$ cat config.mk
export PLATFORM = sky130hd
export DESIGN_NAME = output_arbiter
export DESIGN_NICKNAME = d
export VERILOG_FILES = /design/src/rtl/router_pkg.sv /design/src/rtl/rr_arbiter.sv /design/src/rtl/output_arbiter.sv
export SDC_FILE = /design/constraint.sdc
export NUM_CORES = 1
export LEC_CHECK = 0
export CORE_AREA = 2 2 155 157
export CTS_CLUSTER_DIAMETER = 30
export DETAILED_ROUTE_END_ITERATION = 6
export DIE_AREA = 0 0 157 159
export GPL_ROUTABILITY_DRIVEN = 0
export PLACE_DENSITY_LB_ADDON = 0.05
export RECOVER_POWER = 50
export SYNTH_ARGS = -nofsm -noshare
export SYNTH_HDL_FRONTEND = slang
export SYNTH_SLANG_ARGS = --single-unit
$ cat constraint.sdc
create_clock -name clk -period 11 [get_ports clk]
set_input_delay 2.2 -clock clk [delete_from_list [all_inputs] [get_ports clk]]
set_output_delay 2.2 -clock clk [all_outputs]
set_load 0.1 [all_outputs]
$ cat src/rtl/router_pkg.sv
// Shared mesh-router definitions: port directions, port indices and the
// output-arbiter state encoding, plus small index helpers.
package router_pkg;

  localparam int NUM_PORTS = 5;

  localparam int IDX_L  = 4;
  localparam int IDX_R  = 3;
  localparam int IDX_U  = 2;
  localparam int IDX_D  = 1;
  localparam int IDX_PE = 0;

  localparam logic [NUM_PORTS-1:0] DIR_L  = 5'b10000;
  localparam logic [NUM_PORTS-1:0] DIR_R  = 5'b01000;
  localparam logic [NUM_PORTS-1:0] DIR_U  = 5'b00100;
  localparam logic [NUM_PORTS-1:0] DIR_D  = 5'b00010;
  localparam logic [NUM_PORTS-1:0] DIR_PE = 5'b00001;

  // Index value returned for anything that is not a legal one-hot direction.
  localparam logic [2:0] IDX_NONE = 3'd7;

  typedef enum logic [1:0] {
    ST_IDLE  = 2'd0,
    ST_SEND  = 2'd1,
    ST_CLEAR = 2'd2
  } arb_state_t;

  function automatic logic [2:0] dir_to_idx(input logic [NUM_PORTS-1:0] dir);
    case (dir)
      DIR_L:   return 3'(IDX_L);
      DIR_R:   return 3'(IDX_R);
      DIR_U:   return 3'(IDX_U);
      DIR_D:   return 3'(IDX_D);
      DIR_PE:  return 3'(IDX_PE);
      default: return IDX_NONE;
    endcase
  endfunction

  // Round-robin successor: L wraps back to PE.
  function automatic logic [2:0] ptr_after(input logic [2:0] idx);
    return (idx >= 3'(IDX_L)) ? 3'(IDX_PE) : idx + 3'd1;
  endfunction

endpackage

$ cat src/rtl/rr_arbiter.sv
// Combinational round-robin pick over the five router ports: the search starts
// at the pointer index, ascends, wraps L->PE, and the first set request wins.
module rr_arbiter
  import router_pkg::*;
(
  input  logic [NUM_PORTS-1:0] i_req,
  input  logic [2:0]           i_ptr,
  output logic [NUM_PORTS-1:0] o_grant,
  output logic [2:0]           o_idx,
  output logic                 o_valid
);

  logic [2:0] w_start;
  logic [3:0] w_pos;

  // NOTE: every combinational output gets a default before the search loop so
  // no path leaves a value unassigned and no latch is inferred.
  always_comb begin
    o_grant = '0;
    o_idx   = '0;
    o_valid = 1'b0;
    w_pos   = '0;
    // An out-of-range pointer falls back to PE rather than skipping ports.
    w_start = (i_ptr < 3'(NUM_PORTS)) ? i_ptr : 3'(IDX_PE);
    for (int off = 0; off < NUM_PORTS; off++) begin
      w_pos = {1'b0, w_start} + 4'(off);
      if (w_pos >= 4'(NUM_PORTS)) begin
        w_pos = w_pos - 4'(NUM_PORTS);
      end
      if (!o_valid && i_req[w_pos[2:0]]) begin
        o_valid             = 1'b1;
        o_grant[w_pos[2:0]] = 1'b1;
        o_idx               = w_pos[2:0];
      end
    end
  end

endmodule

$ cat src/rtl/output_arbiter.sv
// Per-output-port controller: round-robin selects one of five routed inputs,
// registers its flit, runs the send/ready handshake and pulses the winner's clr.
module output_arbiter
  import router_pkg::*;
#(
  parameter int                   DATA_WIDTH    = 64,
  parameter logic [NUM_PORTS-1:0] OUT_DIRECTION = DIR_PE,
  parameter logic [NUM_PORTS-1:0] PORT_MASK     = 5'b11111
) (
  input  logic                            clk,
  input  logic                            rst,
  input  logic [NUM_PORTS-1:0]            req,
  input  logic [NUM_PORTS*DATA_WIDTH-1:0] datai,
  input  logic                            ro,
  output logic                            so,
  output logic [DATA_WIDTH-1:0]           datao,
  output logic [NUM_PORTS-1:0]            clr,
  output logic [NUM_PORTS-1:0]            grant
);

  arb_state_t            r_state;
  arb_state_t            w_next_state;
  logic [2:0]            r_ptr;
  logic [2:0]            r_idx;
  logic [NUM_PORTS-1:0]  r_grant;
  logic [DATA_WIDTH-1:0] r_datao;

  logic [NUM_PORTS-1:0]  w_ereq;
  logic [NUM_PORTS-1:0]  w_win;
  logic [2:0]            w_win_idx;
  logic                  w_win_valid;
  logic [DATA_WIDTH-1:0] w_win_data;
  logic                  w_load;
  logic                  w_release;

  // Masked inputs (e.g. the U-turn port) never reach the arbiter.
  assign w_ereq = req & PORT_MASK;

  rr_arbiter u_rr (
    .i_req   (w_ereq),
    .i_ptr   (r_ptr),
    .o_grant (w_win),
    .o_idx   (w_win_idx),
    .o_valid (w_win_valid)
  );

  always_comb begin
    w_win_data = '0;
    for (int k = 0; k < NUM_PORTS; k++) begin
      if (w_win[k]) begin
        w_win_data = w_win_data | datai[k*DATA_WIDTH +: DATA_WIDTH];
      end
    end
  end

  // NOTE: sequential state is updated with non-blocking assignments so every
  // register samples pre-edge values regardless of statement order.
  always_ff @(posedge clk or negedge rst) begin
    if (!rst) begin
      r_state <= ST_IDLE;
    end else begin
      r_state <= w_next_state;
    end
  end

  always_comb begin
    w_next_state = r_state;
    w_load       = 1'b0;
    w_release    = 1'b0;
    so           = 1'b0;
    clr          = '0;
    case (r_state)
      ST_IDLE: begin
        if (w_win_valid) begin
          w_load       = 1'b1;
          w_next_state = ST_SEND;
        end
      end
      ST_SEND: begin
        so = 1'b1;
        if (ro) begin
          w_next_state = ST_CLEAR;
        end
      end
      ST_CLEAR: begin
        clr          = r_grant;
        w_release    = 1'b1;
        w_next_state = ST_IDLE;
      end
      default: begin
        w_next_state = ST_IDLE;
      end
    endcase
  end

  // NOTE: the flit register is reset like the control state, so a reset in the
  // middle of a packet drops the latched flit and datao reads zero afterwards.
  always_ff @(posedge clk or negedge rst) begin
    if (!rst) begin
      r_ptr   <= 3'(IDX_PE);
      r_idx   <= 3'(IDX_PE);
      r_grant <= '0;
      r_datao <= '0;
    end else if (w_load) begin
      r_grant <= w_win;
      r_idx   <= w_win_idx;
      r_datao <= w_win_data;
    end else if (w_release) begin
      r_grant <= '0;
      r_ptr   <= ptr_after(r_idx);
    end
  end

  assign grant = r_grant;
  assign datao = r_datao;

  a_out_dir_onehot: assert property (@(posedge clk) disable iff (!rst)
    dir_to_idx(OUT_DIRECTION) != IDX_NONE);

  a_clr_onehot0: assert property (@(posedge clk) disable iff (!rst)
    $onehot0(clr));

endmodule

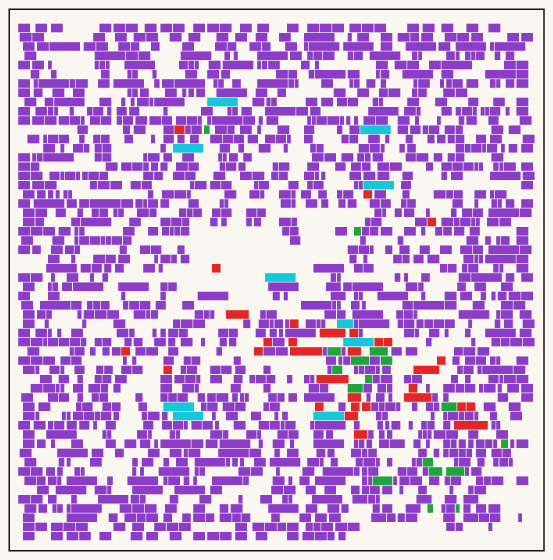
**Above:** run 1 (cells by drive strength).
- green: _2 cells (cells 17; share 1.2%)
- cyan: _6 and larger (cells 10; share 0.70%; most used clkbuf_16)
- purple: _0 and _1 cells (cells 1379; share 96%; most used clkdlybuf4s50_1)
- red: _3 and _4 cells (cells 31; share 2.2%; most used buf_4)
bufs w/o clock: 418
fin area: 12800 sq um
Area growth syn-to-layout: 52.8%

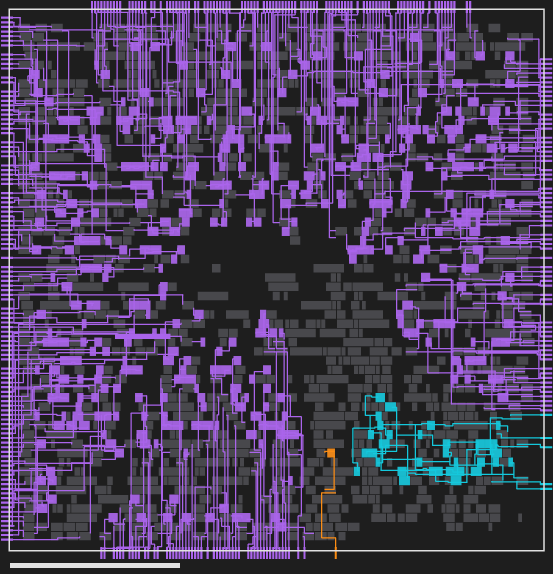
**Above:** run 1 (I/O nets highlighted).
Scale bar: 50 um.
- purple: `datai` (bits 320; direction input; end cells 384; buffers 320; wire 11600 um)
- orange: `so` (bits 1; direction output; end cells 1; buffers 1; wire 40.5 um)
- cyan: `req` (bits 5; direction input; end cells 31; buffers 5; wire 466 um)
io pins: 403
I/O Buffers: 402

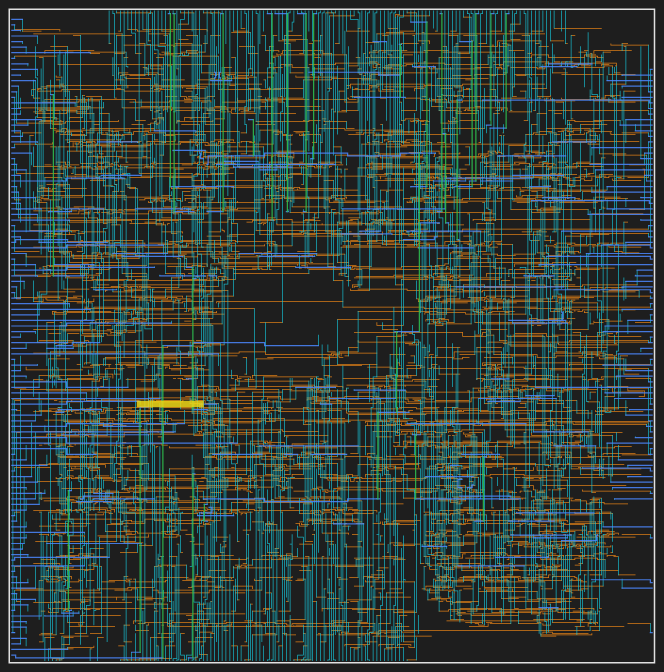
**Above:** run 1 (wiring by layer).
- green: metal 4 (wire length 1030 um)
- orange: metal 1 (wire length 15800 um)
- yellow: metal 5 (wire length 14.7 um)
- blue: metal 3 (wire length 2990 um)
- cyan: metal 2 (wire length 19200 um)
DR vias: 10700
Tot GR Track Use: 30.1%
WL/cell: 22.2 um
Detailed Route WL: 39.1 mm

==> Slide: Implementation Results, run 1 <==
Flow Results at a Glance

Status
  • Run status: finished, violations left
  • Failing checks: max-capacitance violations, max-slew violations

GRT
  • Vias in the first global route: 10400
  • Largest net degree at the start of global routing: 78
  • Grt met3 use: 6.51%
  • First-pass GRT wire length: 59.8 mm
  • Initial antenna violation count: 3

Synth
  • EDFF count, synth: 0
  • Synth Area in Compound Gates: 46.2%
  • Yosys top cell by area: dfrtp_1
  • Top cells by count: nor2_1, clkbuf_1, dfrtp_1, o21ai_0, inv_1
  • Basic Gates by Area: 18.3%
  • Seq share, synth: 23.0%
  • Synth logic family: AND-OR/OR-AND gates
  • Commonest flop: dfrtp_1
  • Post-synthesis adder-cell area fraction: 1.34%
  • Library cells used by synthesis: 64
  • Yosys warnings: 0
  • Syn Inst Count: 1131
  • Largest type area fraction: 23.0%
  • XOR/XNOR Area Share: 0.523%
  • Mapped Area: 8370 sq um
  • MUX area fraction: 0.971%

Final timing
  • Setup TNS: 0 ns
  • Highest clock rate: 146 MHz
  • Final Max Tran Viols: 78
  • RSZ-0062 raised after global routing: false
  • Fin Hold WS: 0.515 ns
  • Period Utilization, post-route: 62.2%
  • Worst Skew: 0.0138 ns
  • Minimum clock period: 6.84 ns
  • Slew margin rel.: -214%
  • Final hold violations: 0

Routing
  • Met3 routed WL: 2.99 mm
  • Drt pass-1 iters: 6
  • Via density: 6.09
  • Wire length on met2: 19.2 mm
  • Post-Route M1 WL: 15.8 mm

Finish
  • Nets: 1769
  • Final core occ: 55.2%
  • Top logic cell by instance count in the layout: clkdlybuf4s50_1
  • Post-route insts no fill: 1757
  • Most frequent cells in the layout: clkdlybuf4s50_1, nor2_1, dfrtp_1, o21ai_0, inv_1

Place
  • Dpl cells: 1740
  • Cell Area, Placed: 12500 sq um
  • Dpl hpwl: 26.3 mm
  • Dpl ws: 3.81 ns

Setup path
  • Crit-path slowest cell: buf_4
  • Worst R2R End: datao[8]
  • Critical path endpoint: datao[8]
  • Critical Path AT: 7.12 ns
  • WP buf/inv: 3
  • Critical-path cell list: clkdlybuf4s50_1, o21bai_1, a2111oi_0, a2111oi_1, nand2b_1, a2111oi_4, buf_4, nand4_2, o221ai_4, buf_4, a22oi_1, a21oi_1
  • WS Path Type: in -> reg
  • Crit path launch: req[1]
  • Crit path depth: 12
  • Flop-to-flop setup slack: 4.83 ns
  • Most used cell, CP: buf_4
  • Crit end category: flop
  • Crit-path max FO: 73
  • Data required, critical path: 11.28 ns
  • Reg2Reg Launch Point: r_ptr[2]

Clock network
  • Root Driver: clkbuf_16
  • Worst-path clk slew: 0.07 ns
  • Post-CTS setup buffers: 0
  • CTS Buffer Depth: 2
  • CTS Hold Bufs: 0
  • H-tree level count: 3

Floorplanning
  • FP Util: 36.1%
  • Site row count: 56
  • Chip area: 25000 sq um
  • Die Wd: 157 um
  • Core area: 23200 sq um

Run
  • Log Warnings: 33
  • Max-cap violations: 1

Min path
  • Hold Crit Start: r_idx[2]
  • Worst hold path type: reg -> reg
  • Hold endpoint: r_ptr[0]
  • Worst hold stages: 1
[run 1: final cells by class]
type                            count  area [sq um]
Sequential cell                    77          1930
Timing Repair Buffer              418          4140
Inverter                           75           283
Clock buffer                       11           243
Fill cell                        2233         10400
Tap cell                          319           399
Multi-Input combinational cell    851          5770
Antenna cell                        1          2.50
Clock inverter                      5          36.3
[run 1: flip-flops by register name (all words and copies together) (netlist names)]
signal	count
datao	64
grant	5
r_idx	3
r_ptr	3
r_state	2
==> run 1 -> run 2 <==
Settings changed: CORE_AREA 2 2 155 157 to 2 2 156 158, DIE_AREA 0 0 157 159 to 0 0 158 160.
Clock period 11 ns to 5.9 ns, I/O delays scaled along.
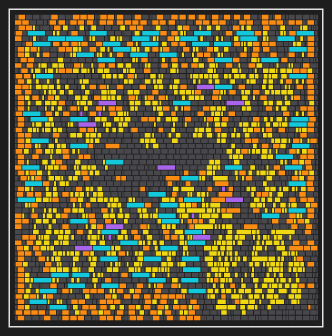
**Above:** run 2 (placed cells, one colour a class).
Fill, decap, tap and diode cells in grey.
- purple: clock drivers and dummy loads (cells 14; share of their area 2.0%)
- cyan: sequential cells (cells 77; share of their area 15%)
- yellow: combinational and other logic (cells 926; share of their area 48%)
- orange: remaining buffers and delay cells (cells 438; share of their area 35%)
fin area: 13000 sq um
final core occ: 54.7%

==> Slide: Implementation Results, run 2 <==
Flow Results at a Glance

Min path
  • Hold endpoint: datao[14] (was r_ptr[0])
  • Hold Crit Start: datao[14] (was r_idx[2])
  • Worst hold stages: 2 (was 1)
  • Worst hold path type: reg -> reg (unchanged)

Setup path
  • Crit end category: flop (unchanged)
  • Worst R2R End: datao[22] (was datao[8])
  • Data required, critical path: 6.09 ns (was 11.28 ns)
  • Reg2Reg Launch Point: r_ptr[2] (unchanged)
  • Critical Path AT: 5.40 ns (was 7.12 ns)
  • Critical-path cell list: buf_4, nand2b_1, inv_2, ha_1, nand2_1, a221o_1, or4_1, o211ai_1, a2111oi_4, a31oi_4, buf_12, o2111ai_1, a2111oi_0, a21oi_1 (was clkdlybuf4s50_1, o21bai_1, a2111oi_0, a2111oi_1, nand2b_1, a2111oi_4, buf_4, nand4_2, o221ai_4, buf_4, a22oi_1, a21oi_1)
  • Crit-path max FO: 66 (was 73)
  • WP buf/inv: 3 (unchanged)
  • Flop-to-flop setup slack: 0.69 ns (was 4.83 ns)

Place
  • Dpl ws: 0.603 ns (was 3.81 ns)
  • Cell Area, Placed: 12800 sq um (was 12500 sq um)
  • Dpl hpwl: 27.8 mm (was 26.3 mm)
  • Dpl cells: 1765 (was 1740)

Final timing
  • Minimum clock period: 5.21 ns
  • Final Max Tran Viols: 80 (was 78)
  • Worst Skew: 0.0103 ns (was 0.0138 ns)
  • Fin Hold WS: 0.520 ns (was 0.515 ns)
  • RSZ-0062 raised after global routing: false (unchanged)
  • Final hold violations: 0 (unchanged)
  • Setup TNS: 0 ns (unchanged)
  • Period Utilization, post-route: 88.4%

Synth
  • Largest type area fraction: 23.0% (unchanged)
  • Synth Area in Compound Gates: 46.2% (unchanged)
  • Yosys top cell by area: dfrtp_1 (unchanged)
  • MUX area fraction: 0.971% (unchanged)
  • Syn Inst Count: 1131 (unchanged)
  • XOR/XNOR Area Share: 0.523% (unchanged)
  • Basic Gates by Area: 18.3% (unchanged)
  • EDFF count, synth: 0 (unchanged)

Floorplanning
  • Die Wd: 158 um (was 157 um)
  • Chip area: 25300 sq um (was 25000 sq um)
  • Io pins: 403 (unchanged)
  • FP Util: 35.2% (was 36.1%)

Clock network
  • Worst-path clk slew: 0.06 ns (was 0.07 ns)
  • Post-CTS setup buffers: 0 (unchanged)
  • H-tree level count: 3 (unchanged)
  • Root Driver: clkbuf_16 (unchanged)
  • CTS Buffer Depth: 2 (unchanged)

Routing
  • Drt pass-1 iters: 5 (was 6)
  • Post-Route M1 WL: 16.0 mm (was 15.8 mm)
  • WL/cell: 22.5 um (was 22.2 um)
  • DR vias: 10900 (was 10700)
  • Wire length on met2: 19.7 mm (was 19.2 mm)
  • Met3 routed WL: 3.21 mm (was 2.99 mm)

Run
  • Max-cap violations: 2 (was 1)
  • Log Warnings: 33 (unchanged)

Status
  • Run status: finished, violations left (unchanged)
  • Failing checks: max-capacitance violations, max-slew violations (unchanged)

GRT
  • Initial antenna violation count: 3 (unchanged)
  • First-pass GRT wire length: 61.0 mm (was 59.8 mm)
  • Vias in the first global route: 10500 (was 10400)
  • Tot GR Track Use: 30.5% (was 30.1%)

Finish
  • Area growth syn-to-layout: 55.5% (was 52.8%)
  • Max reg flops: 64 (unchanged)
  • Register Area: 1930 sq um (unchanged)
  • Most frequent cells in the layout: clkdlybuf4s50_1, nor2_1, dfrtp_1, o21ai_0, inv_1 (unchanged)
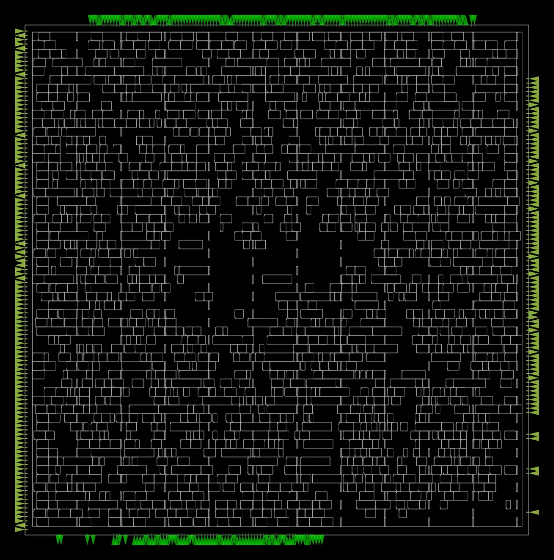
**Above:** run 2 (cell placement).
site row count: 57
fillers: 2306
post-route insts no fill: 1782

==> run 2: area by class of cell <==
cell class	instances	share of cell area [%]
Antenna cell	3	0.0576
Clock buffer	11	1.79
Clock inverter	3	0.115
Inverter	75	2.17
Multi-Input combinational cell	851	44.3
Sequential cell	77	14.8
Tap cell	324	3.11
Timing Repair Buffer	438	33.7
==> run 2: worst max-delay path by stage <==
stage | start | to | slack [ns] | cells after the start
6_report | r_ptr[2] | datao[22] | 0.69 | 14
5_1_grt | rst | datao[31] | 0.27 | 2
4_1_cts | r_ptr[2] | datao[51] | 0.80 | 15
3_5_place_dp | req[0] | datao[56] | 0.60 | 12
3_3_place_gp | req[0] | datao[25] | 0.73 | 11
2_1_floorplan | r_ptr[2] | datao[54] | 1.69 | 17
==> run 2 -> run 3 <==
Settings changed: SLEW_MARGIN set to 5.
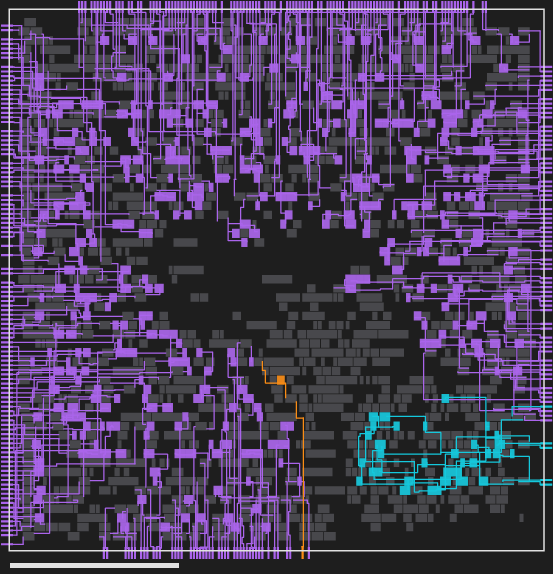
**Above:** run 3 (I/O nets highlighted).
Scale bar: 50 um.
- purple: `datai` (bits 320; direction input; end cells 384; buffers 320; wire 10900 um)
- cyan: `req` (bits 5; direction input; end cells 31; buffers 5; wire 498 um)
- orange: `so` (bits 1; direction output; end cells 1; buffers 1; wire 63.8 um)

==> Slide: Implementation Results, run 3 <==
Flow Results at a Glance

Clock network
  • H-tree level count: 3 (unchanged)
  • CTS Hold Bufs: 0 (unchanged)
  • Worst-path clk slew: 0.06 ns (about the same)
  • CTS Buffer Depth: 2 (unchanged)
  • Root Driver: clkbuf_16 (unchanged)
  • Post-CTS setup buffers: 0 (unchanged)

Setup path
  • WP buf/inv: 3 (unchanged)
  • Critical Path AT: 5.40 ns (about the same)
  • Flop-to-flop setup slack: 0.69 ns (about the same)
  • Critical-path cell list: buf_4, nand2b_1, inv_2, ha_1, nand2_1, a221o_1, or4_1, o211ai_1, a2111oi_4, a31oi_4, buf_12, o2111ai_1, a2111oi_0, a21oi_1 (unchanged)
  • Crit path launch: r_ptr[2] (unchanged)
  • Reg2Reg Launch Point: r_ptr[2] (unchanged)
  • Crit-path slowest cell: a2111oi_0 (unchanged)
  • Crit end category: flop (unchanged)
  • WS Path Type: reg -> reg (unchanged)
  • Data required, critical path: 6.09 ns (about the same)
  • Worst R2R End: datao[22] (unchanged)
  • Crit-path max FO: 66 (unchanged)
  • Critical path endpoint: datao[22] (unchanged)
  • Crit path depth: 14 (unchanged)

Final timing
  • Final Max Tran Viols: 80 (unchanged)
  • Setup TNS: 0 ns (unchanged)
  • Fin Hold WS: 0.520 ns (unchanged)
  • RSZ-0062 raised after global routing: false (unchanged)
  • Minimum clock period: 5.21 ns (unchanged)
  • Highest clock rate: 192 MHz (unchanged)
  • Final hold violations: 0 (unchanged)
  • Slew margin rel.: -98.7% (unchanged)
  • Slew @ Worst Pin: 2.98 ns (unchanged)
  • Worst Skew: 0.0103 ns (unchanged)
  • Period Utilization, post-route: 88.4% (unchanged)

Finish
  • Register Area: 1930 sq um (unchanged)
  • Most frequent cells in the layout: clkdlybuf4s50_1, nor2_1, dfrtp_1, o21ai_0, inv_1 (unchanged)
  • Diodes inserted: 3 (unchanged)
  • Signal buf overhead: 33.7% (unchanged)
  • Mi-comb count: 851 (unchanged)
  • Top logic cell by instance count in the layout: clkdlybuf4s50_1 (unchanged)
  • Non-clock inverter count: 75 (unchanged)
  • Logic share of the area: 44.3% (unchanged)
  • Top class by area: combinational gates (unchanged)
  • Bufs w/o clock: 438 (unchanged)
  • Clk cell area share: 1.90% (unchanged)
  • Area growth syn-to-layout: 55.5% (unchanged)
  • Nets: 1789 (unchanged)
  • Max reg flops: 64 (unchanged)
  • Logic area: 5770 sq um (unchanged)
  • CLK BUF: 11 (unchanged)
  • Fillers: 2306 (unchanged)

GRT
  • Initial antenna violation count: 3 (unchanged)
  • Grt met3 use: 5.43% (unchanged)
  • Vias in the first global route: 10500 (unchanged)
  • Met1 Use GR: 38.8% (unchanged)
  • Largest net degree at the start of global routing: 67 (unchanged)
  • Tot GR Track Use: 30.5% (unchanged)
  • First-pass GRT wire length: 61.0 mm (unchanged)

Routing
  • Met3 routed WL: 3.21 mm (unchanged)
  • Detailed Route WL: 40.1 mm (unchanged)
  • Drt pass-1 iters: 5 (unchanged)
  • Via density: 6.10 (unchanged)
  • Post-Route M1 WL: 16.0 mm (unchanged)
  • DR vias: 10900 (unchanged)
  • WL/cell: 22.5 um (unchanged)
  • Wire length on met2: 19.7 mm (unchanged)

Synth
  • Synth Area in Compound Gates: 46.2% (unchanged)
  • Top cells by count: nor2_1, clkbuf_1, dfrtp_1, o21ai_0, inv_1 (unchanged)
  • Largest type area fraction: 23.0% (unchanged)
  • EDFF count, synth: 0 (unchanged)
  • Yosys warnings: 0 (unchanged)
  • Seq share, synth: 23.0% (unchanged)
  • Synth logic family: AND-OR/OR-AND gates (unchanged)
  • XOR/XNOR Area Share: 0.523% (unchanged)
  • Yosys top cell by area: dfrtp_1 (unchanged)
  • MUX area fraction: 0.971% (unchanged)
  • Commonest flop: dfrtp_1 (unchanged)
  • Basic Gates by Area: 18.3% (unchanged)
  • Library cells used by synthesis: 64 (unchanged)
  • Syn Inst Count: 1131 (unchanged)
  • Mapped Area: 8370 sq um (unchanged)
  • Flops after synth: 77 (unchanged)
  • Post-synthesis adder-cell area fraction: 1.34% (unchanged)

Run
  • Log Warnings: 33 (unchanged)
  • Max-cap violations: 2 (unchanged)

Floorplanning
  • Die Wd: 158 um (unchanged)
  • Site row count: 57 (unchanged)
  • Tap Count: 324 (unchanged)
  • FP Util: 35.2% (unchanged)
  • Io pins: 403 (unchanged)
  • Chip area: 25300 sq um (unchanged)

Place
  • Dpl hpwl: 27.8 mm (unchanged)
  • I/O Buffers: 402 (unchanged)
  • Dpl ws: 0.603 ns (unchanged)

Min path
  • Worst hold path type: reg -> reg (unchanged)

Status
  • Failing checks: max-capacitance violations, max-slew violations (unchanged)
  • Run status: finished, violations left (unchanged)
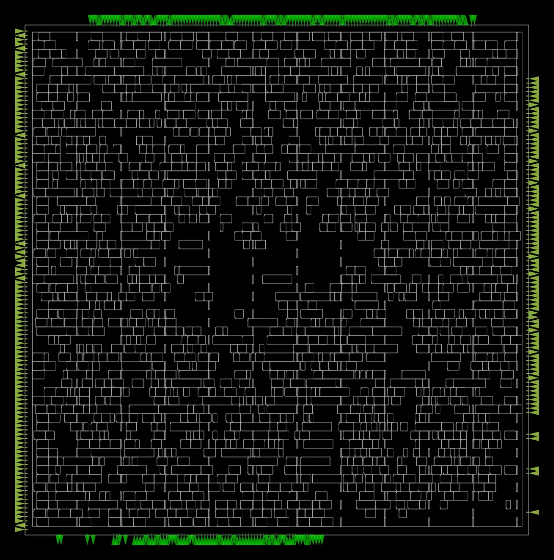
**Above:** run 3 (cell placement).
layout sequential cell count: 77
flop share of the area: 14.8%
core area: 23800 sq um

[run 3: cell counts in the layout (fill, tap and decap cells not counted)]
Identical to the previous run, type by type.
[run 3: worst min path at each step]
stage / end / cells after the start / startpoint
final: datao[14] / 2 / datao[14]
after global routing: datao[11] / 2 / datao[11]
after CTS: datao[16] / 2 / datao[16]
after detailed placement: datao[7] / 2 / datao[7]
after global placement: datao[7] / 2 / datao[7]
after floorplan: r_ptr[0] / 1 / r_idx[2]
[run 3: per-stage QoR]
stage          utilization, %  area [sq um]  std cells
2_1_floorplan               -          8370       1131
3_3_place_gp             53.6         12800       1765
3_5_place_dp             53.6         12800       1765
4_1_cts                  54.7         13000       1779
5_1_grt                  54.7         13000       1782
6_report                 54.7         13000       1782
